## src/rtl/rv64g_l2_line_reader.sv

```systemverilog
// L2 line read sequencer: takes a {set, way} request, captures the tag to
// form the line address, and streams the 8 words of the line as
// valid/ready beats, word 0 first.
module rv64g_l2_line_reader #(
  parameter int unsigned DATA_W = 64,
  parameter int unsigned TAG_W  = 50,
  parameter int unsigned IDX_W  = 8,
  parameter int unsigned WORD_W = 3,
  parameter int unsigned WAY_W  = 4
) (
  input  logic              clk_i,
  input  logic              rst_ni,
  input  logic              req_valid_i,
  output logic              req_ready_o,
  input  logic [IDX_W-1:0]  req_index_i,
  input  logic [WAY_W-1:0]  req_way_i,
  output logic [IDX_W-1:0]  arr_index_o,
  output logic [WORD_W-1:0] arr_word_sel_o,
  output logic [WAY_W-1:0]  arr_way_sel_o,
  input  logic [DATA_W-1:0] arr_rdata_i,
  input  logic [TAG_W-1:0]  arr_tag_i,
  output logic              beat_valid_o,
  input  logic              beat_ready_i,
  output logic [DATA_W-1:0] beat_data_o,
  output logic [WORD_W-1:0] beat_idx_o,
  output logic              beat_last_o,
  output logic [63:0]       line_addr_o,
  output logic              busy_o
);

  localparam int unsigned LINE_ADDR_W = 64;
  localparam int unsigned OFFSET_W    = 6;
  localparam logic [WORD_W-1:0] LAST_PTR = '1;

  typedef enum logic [1:0] {
    IDLE  = 2'd0,
    READ  = 2'd1,
    DRAIN = 2'd2
  } state_t;

  state_t            state_q;
  logic [IDX_W-1:0]  idx_q;
  logic [WAY_W-1:0]  way_q;
  logic [WORD_W-1:0] rd_ptr_q;
  logic              load_c;

  // Output register may take a new word when empty or being drained this cycle
  assign load_c = !beat_valid_o || beat_ready_i;

  // Array address: follow the request while idle, latched line otherwise
  always_comb begin
    arr_index_o    = idx_q;
    arr_way_sel_o  = way_q;
    arr_word_sel_o = rd_ptr_q;
    if (state_q == IDLE) begin
      arr_index_o    = req_index_i;
      arr_way_sel_o  = req_way_i;
      arr_word_sel_o = '0;
    end
  end

  // Sequencer state and registered outputs
  always_ff @(posedge clk_i or negedge rst_ni) begin
    if (!rst_ni) begin
      state_q      <= IDLE;
      idx_q        <= '0;
      way_q        <= '0;
      rd_ptr_q     <= '0;
      req_ready_o  <= 1'b1;
      beat_valid_o <= 1'b0;
      beat_data_o  <= '0;
      beat_idx_o   <= '0;
      beat_last_o  <= 1'b0;
      line_addr_o  <= '0;
      busy_o       <= 1'b0;
    end else begin
      case (state_q)
        IDLE: begin
          if (req_valid_i && req_ready_o) begin
            idx_q       <= req_index_i;
            way_q       <= req_way_i;
            line_addr_o <= LINE_ADDR_W'({arr_tag_i, req_index_i, {OFFSET_W{1'b0}}});
            rd_ptr_q    <= '0;
            busy_o      <= 1'b1;
            req_ready_o <= 1'b0;
            state_q     <= READ;
          end
        end
        READ: begin
          if (load_c) begin
            beat_data_o  <= arr_rdata_i;
            beat_idx_o   <= rd_ptr_q;
            beat_last_o  <= (rd_ptr_q == LAST_PTR);
            beat_valid_o <= 1'b1;
            if (rd_ptr_q == LAST_PTR) begin
              state_q <= DRAIN;
            end else begin
              rd_ptr_q <= rd_ptr_q + WORD_W'(1);
            end
          end
        end
        DRAIN: begin
          if (beat_valid_o && beat_ready_i) begin
            beat_valid_o <= 1'b0;
            beat_last_o  <= 1'b0;
            busy_o       <= 1'b0;
            req_ready_o  <= 1'b1;
            state_q      <= IDLE;
          end
        end
        default: begin
          state_q <= IDLE;
        end
      endcase
    end
  end

endmodule

```

## config.mk

```make
export PLATFORM = sky130hd
export DESIGN_NAME = rv64g_l2_line_reader
export DESIGN_NICKNAME = d
export VERILOG_FILES = /design/src/rtl/rv64g_l2_line_reader.sv
export SDC_FILE = /design/constraint.sdc
export NUM_CORES = 1
export LEC_CHECK = 0
export ABC_AREA = 1
export CORE_MARGIN = 2
export CORE_UTILIZATION = 25
export DETAILED_ROUTE_END_ITERATION = 16
export GPL_TIMING_DRIVEN = 0
export SYNTH_ARGS = -nofsm -noshare
export SYNTH_HDL_FRONTEND = slang
export SYNTH_SLANG_ARGS = --single-unit
```

## constraint.sdc

```tcl
create_clock -name clk_i -period 3.32 [get_ports clk_i]
set_input_delay 0.498 -clock clk_i [delete_from_list [all_inputs] [get_ports clk_i]]
set_output_delay 0.498 -clock clk_i [all_outputs]
set_load 0.02 [all_outputs]
```

### Clock nets, run 1

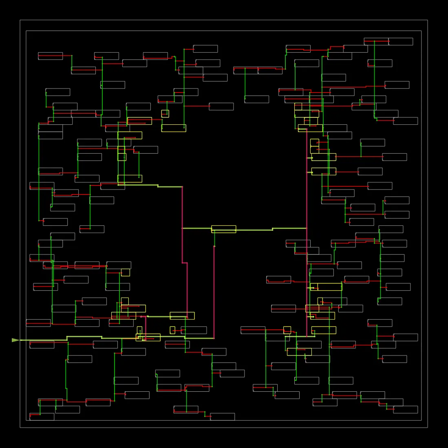
Power Clock: 1.79 mW
Seq Cell Count: 138

### Clock distribution, run 1

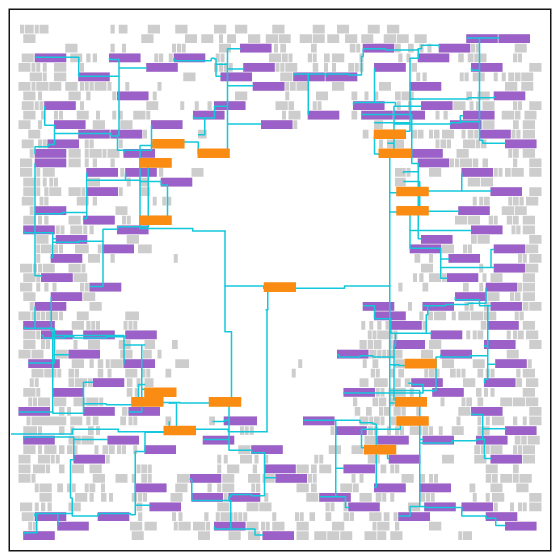
Key: clock drivers = orange [count 17]; flip-flops = purple [count 138]; clock wires = cyan [length 2180 um]
There are 18 routed clock nets. Position of the flops: spread over the die.
Clock power frac: 0.280
clk_lat worst skew: 0.41 ns
worst clock skew: 0.00925 ns

==> GITHUB_STEP_SUMMARY, run 1 <==
### Metrics collected by this job

| Metric | Value |
|---|---|
| Biggest area cells | dfrtp_1 61%, nand2_1 21%, nand3_1 6.0% |
| Post-CTS Setup Repair Bufs | 0 |
| P&R area growth vs syn | 65.7% |
| Root buffer cell | clkbuf_16 |
| Tool warning count | 26 |
| Detailed router's first-iteration violation count | 267 |
| Overflow after GRT | 0 |
| Top Layer Used | met4 |
| Worst path max stage delay | 0.67 ns |
| Count of pins over their slew limit | 0 |
| GR met2 Demand/Resource | 0.246 |
| Slew headroom | 0.541 |
| Maximum clock rate | 0.343 GHz |
| Met3 WL | 1810 um |
| Post-DR wirelength/cell | 14.7 um |
| Setup TNS | 0 ns |
| RSZ-0062 raised after global routing | false |
| Share of cells above drive strength 1 | 0.0691 |
| Maximum VDD drop | 0.321 mV |
| Outcome | completed |
| ANT cells | 0 |
| CP endpoint kind | output port |
| CTS Buf Count | 17 |
| Initial DRT Pass Iterations | 5 |
| P per Cell Area | approximately 700 nW/um2 |
| Global Route met3 Usage | 0.0631 |
| Hold crit path type | primary input to async pin |
| Flops out of synthesis | about 140 |
| Total track usage | 0.155 |
| Most common cell in the netlist | nand2_1 |
| Main flop type | dfrtp_1 |
| Biggest register | beat_data_o |
| Slack of the critical path | 0.401 ns |
| Min Hold Slack | 0.0670 ns |
| RR Endpoint | line_addr_o[43]$_DFFE_PN0P_ |
| Most frequent cells in the layout | 320 x nand2_1, 272 x clkdlybuf4s50_1, 137 x dfrtp_1 |
| Sw Ratio | 0.357 |
| Worst R2R Setup Slack | 1.48 ns |
| H-Tree Depth | 4 |
| Critical Path RT | roughly 2.8 ns |
### Sequential cells grouped by signal name, run 1

Scale bar: 50 um.
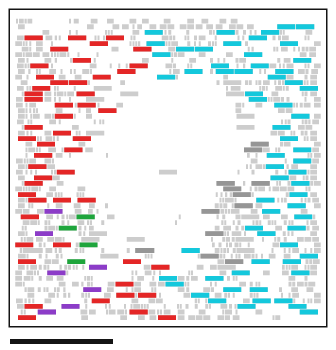
Key: line_addr_o = red [flops 51]; beat_data_o = cyan [flops 64]; way_q = green [flops 4, where bottom left]; idx_q = purple [flops 7, where bottom left]
Storage cell area: 3450 um2
flip-flop and latch power: 2.27 mW

-- run 1: worst max-delay path, delay by kind of cell, from the launching register on --
family	cells	cell delay, ns
simple gates	2	0.16
compound gates	1	0.13
buf+inv	3	1.22
flops	1	0.48
-- run 1: area by class of cell --
cell class              count  area (um2)
clock inverters            13        95.1
flip-flops and latches    138        3450
repair buffers            274        2760
well taps                 280         350
clock buffers              19         453
plain buffers              42         231
multi-input cells         446        1850
inverters                  23        86.3
fillers                  2225       12600
-- run 1: how the worst max path moves through the flow --
| stage | from | end | slack (ns) | cells after the start |
|---|---|---|---|---|
| 2_1_floorplan | state_q[1]$_DFFE_PN0P_ | arr_index_o[7] | 1.47 | 4 |
| 3_3_place_gp | rst_ni | beat_data_o[53]$_DFFE_PN0P_ | -4.19 | 1 |
| 3_5_place_dp | state_q[1]$_DFFE_PN0P_ | arr_index_o[0] | 0.79 | 6 |
| 4_1_cts | state_q[1]$_DFFE_PN0P_ | arr_index_o[0] | 0.33 | 6 |
| 5_1_grt | state_q[1]$_DFFE_PN0P_ | arr_index_o[0] | 0.20 | 6 |
| 6_report | state_q[1]$_DFFE_PN0P_ | arr_index_o[0] | 0.40 | 6 |
-- run 1: cells by family after synthesis --
kind of cell             after synthesis  share of synthesized area
buffers and inverters                 65                     0.0567
other                                  1                   0.000670
AND-OR/OR-AND                         33                     0.0299
flip-flops                           138                      0.617
adder cells (fa/ha/maj)                2                    0.00447
AND/OR/NAND/NOR                      405                      0.291
-- run 1: through the flow --
step | utilization | power [mW] | area, um2
after floorplan | - | 3.40 | 5620
after global placement | 0.398 | 4.64 | 8700
after detailed placement | 0.399 | 4.66 | 8730
after CTS | 0.424 | 6.49 | 9280
after global routing | 0.424 | 6.79 | 9280
final | 0.424 | 6.40 | 9280
## Run 2: what changed since run 1
Settings changed: ABC_CLOCK_PERIOD_IN_PS set to 3320, SKIP_LAST_GASP set to 1.
### Sequential cells grouped by signal name, run 2

Scale bar: 50 um.
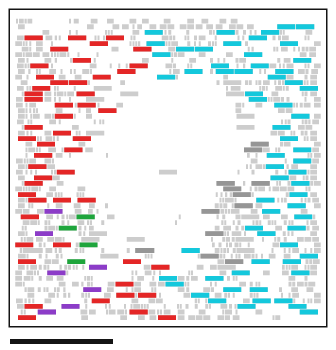
Key: beat_data_o = cyan [flops 64]; idx_q = purple [flops 7, where bottom left]; line_addr_o = red [flops 51]; way_q = green [flops 4, where bottom left]
Another 12 sequential cells are not coloured.
Seq/total area: 0.372
Post-Route Utilization: 0.424

### Placed cells, one colour a class, run 2

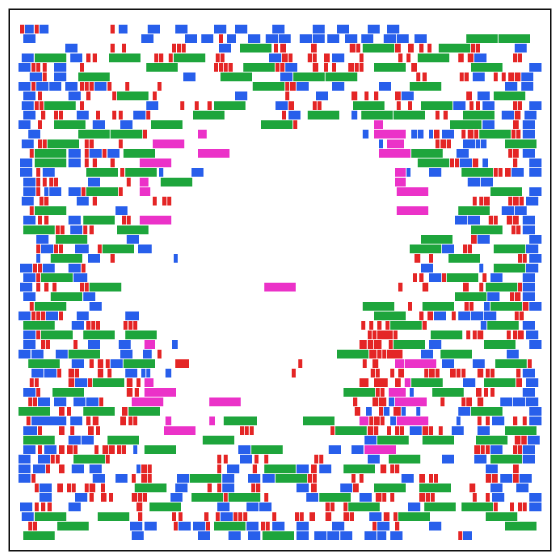
Key: flops = green [cells 138, share of their area 39%]; clock drivers and dummy loads = magenta [cells 32, share of their area 6.1%]; other buffers and delay cells = blue [cells 316, share of their area 34%]; combinational and other logic = red [cells 469, share of their area 22%]
std cell rows: 54
fin area: 9280 um2

==> GITHUB_STEP_SUMMARY, run 2 <==
### Metrics collected by this job

| Metric | Value |
|---|---|
| Outcome | completed |
| Overflow after GRT | 0 (unchanged) |
| Flops out of synthesis | 138 (unchanged) |
| Hold crit path type | primary input to async pin |
| Logic share of the area | 0.199 (unchanged) |
| Worst clock skew | 0.00925 ns (unchanged) |
| Tap cells | 280 (unchanged) |
| Area leader share | 0.612 |
| Total track usage | 0.155 (unchanged) |
| Detailed router's first-iteration violation count | 267 (unchanged) |
| Inverters excl. clock | 23 (unchanged) |
| Maximum clock rate | 0.343 GHz (unchanged) |
| Detail Route Antenna Nets | 0 |
| # clk buffers | 19 (unchanged) |
| Logic area | 1850 um2 (unchanged) |
| P&R area growth vs syn | 65.7% (unchanged) |
| Seq Cell Count | 138 (unchanged) |
| Storage cell area | 3450 um2 (unchanged) |
| Root buffer cell | clkbuf_16 |
| Worst R2R Setup Slack | 1.48 ns (about the same) |
| RSZ-0062 raised after global routing | false |
| ANT cells | 0 (unchanged) |
| P per Cell Area | 689 nW/um2 (unchanged) |
| Clock Network Area Fraction | 0.0591 (unchanged) |
| Critical Path RT | 2.82 ns (about the same) |
| Biggest register | beat_data_o |
| Count of pins over their slew limit | 0 (unchanged) |
| Die area | 23600 um2 |
| Slew headroom | 0.541 (unchanged) |
| Worst path max stage delay | 0.67 ns (about the same) |
| Placed Area | 8730 um2 (unchanged) |
| FILL cells | 2225 (unchanged) |
| Crit path buffers/inverters | 3 (unchanged) |
| Setup TNS | 0 ns (unchanged) |
| Post-CTS Setup Repair Bufs | 0 (unchanged) |
| Most frequent cells in the layout | 320 x nand2_1, 272 x clkdlybuf4s50_1, 137 x dfrtp_1 |
| Most numerous logic cell after layout | nand2_1 |
| Signal buf overhead | 0.323 (unchanged) |
| Biggest area cells | dfrtp_1 61%, nand2_1 21%, nand3_1 6.0% |
| Share of cells above drive strength 1 | 0.0691 (unchanged) |
| Initial antenna violation count | 0 |
| CTS Buf Count | 17 (unchanged) |
| Non-clock buffer count in the final layout | 316 (unchanged) |
| Slack of the critical path | 0.401 ns (unchanged) |
| Main flop type | dfrtp_1 |
| H-Tree Depth | 4 (unchanged) |
| Maximum fanout along the worst path | 10 |
| Cell count after synthesis | roughly 640 |
| Clk_lat worst skew | 0.41 ns (about the same) |
| Tool warning count | 26 (unchanged) |
| RR Endpoint | line_addr_o[43]$_DFFE_PN0P_ |
| Maximum clock path buffer count | 2 |
| Maximum VDD drop | 0.321 mV (unchanged) |
| Init Core Util | 0.256 |
| Most common cell in the netlist | nand2_1 |
| CP endpoint kind | output port |
| Multi-input gate count | 446 (unchanged) |
| Min Tclk post-route | slightly below 3 ns |
| Dominant class by area | registers |
| Post-DR wirelength/cell | 14.7 um (unchanged) |
| Kind of cell adding the most delay to the critical path | buffers and inverters |
| Initial DRT Pass Iterations | 5 (unchanged) |
| Max FFs per register | roughly 64 |
==> run 2: cell counts after synthesis <==
Identical to the previous run, type by type.
==> run 2: worst max-delay path by stage <==
stage	start	end	slack (ns)	cells past startpoint
CTS	state_q[1]$_DFFE_PN0P_	arr_index_o[0]	0.33	6
detailed placement	state_q[1]$_DFFE_PN0P_	arr_index_o[0]	0.79	6
global route	state_q[1]$_DFFE_PN0P_	arr_index_o[0]	0.20	6
finish	state_q[1]$_DFFE_PN0P_	arr_index_o[0]	0.40	6
global placement	rst_ni	beat_data_o[53]$_DFFE_PN0P_	-4.19	1
floorplan	state_q[1]$_DFFE_PN0P_	arr_index_o[7]	1.47	4
==> run 2: stage by stage <==
step,power (mW),hold WS (ns)
5_1_grt,6.79,0.138
3_3_place_gp,4.64,0.453
2_1_floorplan,3.40,0.202
4_1_cts,6.49,0.107
3_5_place_dp,4.66,0.458
6_report,6.40,0.0670
==> run 2: worst register-to-register path: stages (launching register included) <==
cell	delay, ns
dfrtp_1	0.46
nor2_4	0.19
inv_2	0.13
nor2_4	0.24
buf_1	0.45
nand2_1	0.20
nand2_1	0.11
==> run 2: power by group <==
part | internal (mW) | total, mW | switching (mW) | leakage [nW]
combinational | 1.06 | 2.33 | 1.27 | 2.44
clock | 0.999 | 1.79 | 0.792 | 0.254
sequential | 2.05 | 2.27 | 0.218 | 1.79
==> run 2: metal layers <==
layer	vias to the layer above	share of wire	GRT usage
li1	2595	-	-
met1	2413	0.43	0.196
met2	216	0.46	0.246
met3	14	0.10	0.0631
met4	0	0.0096	0.0406
met5	-	0	0
==> run 2: cells by family after synthesis <==
group,Yosys count,share of synthesized area
and+or+nand+nor,405,0.291
other,1,0.000670
AOI/OAI and AO/OA,33,0.0299
buffers and inverters,65,0.0567
adders and majority gates,2,0.00447
DFF,138,0.617
Power and IR drop assume default switching activity.
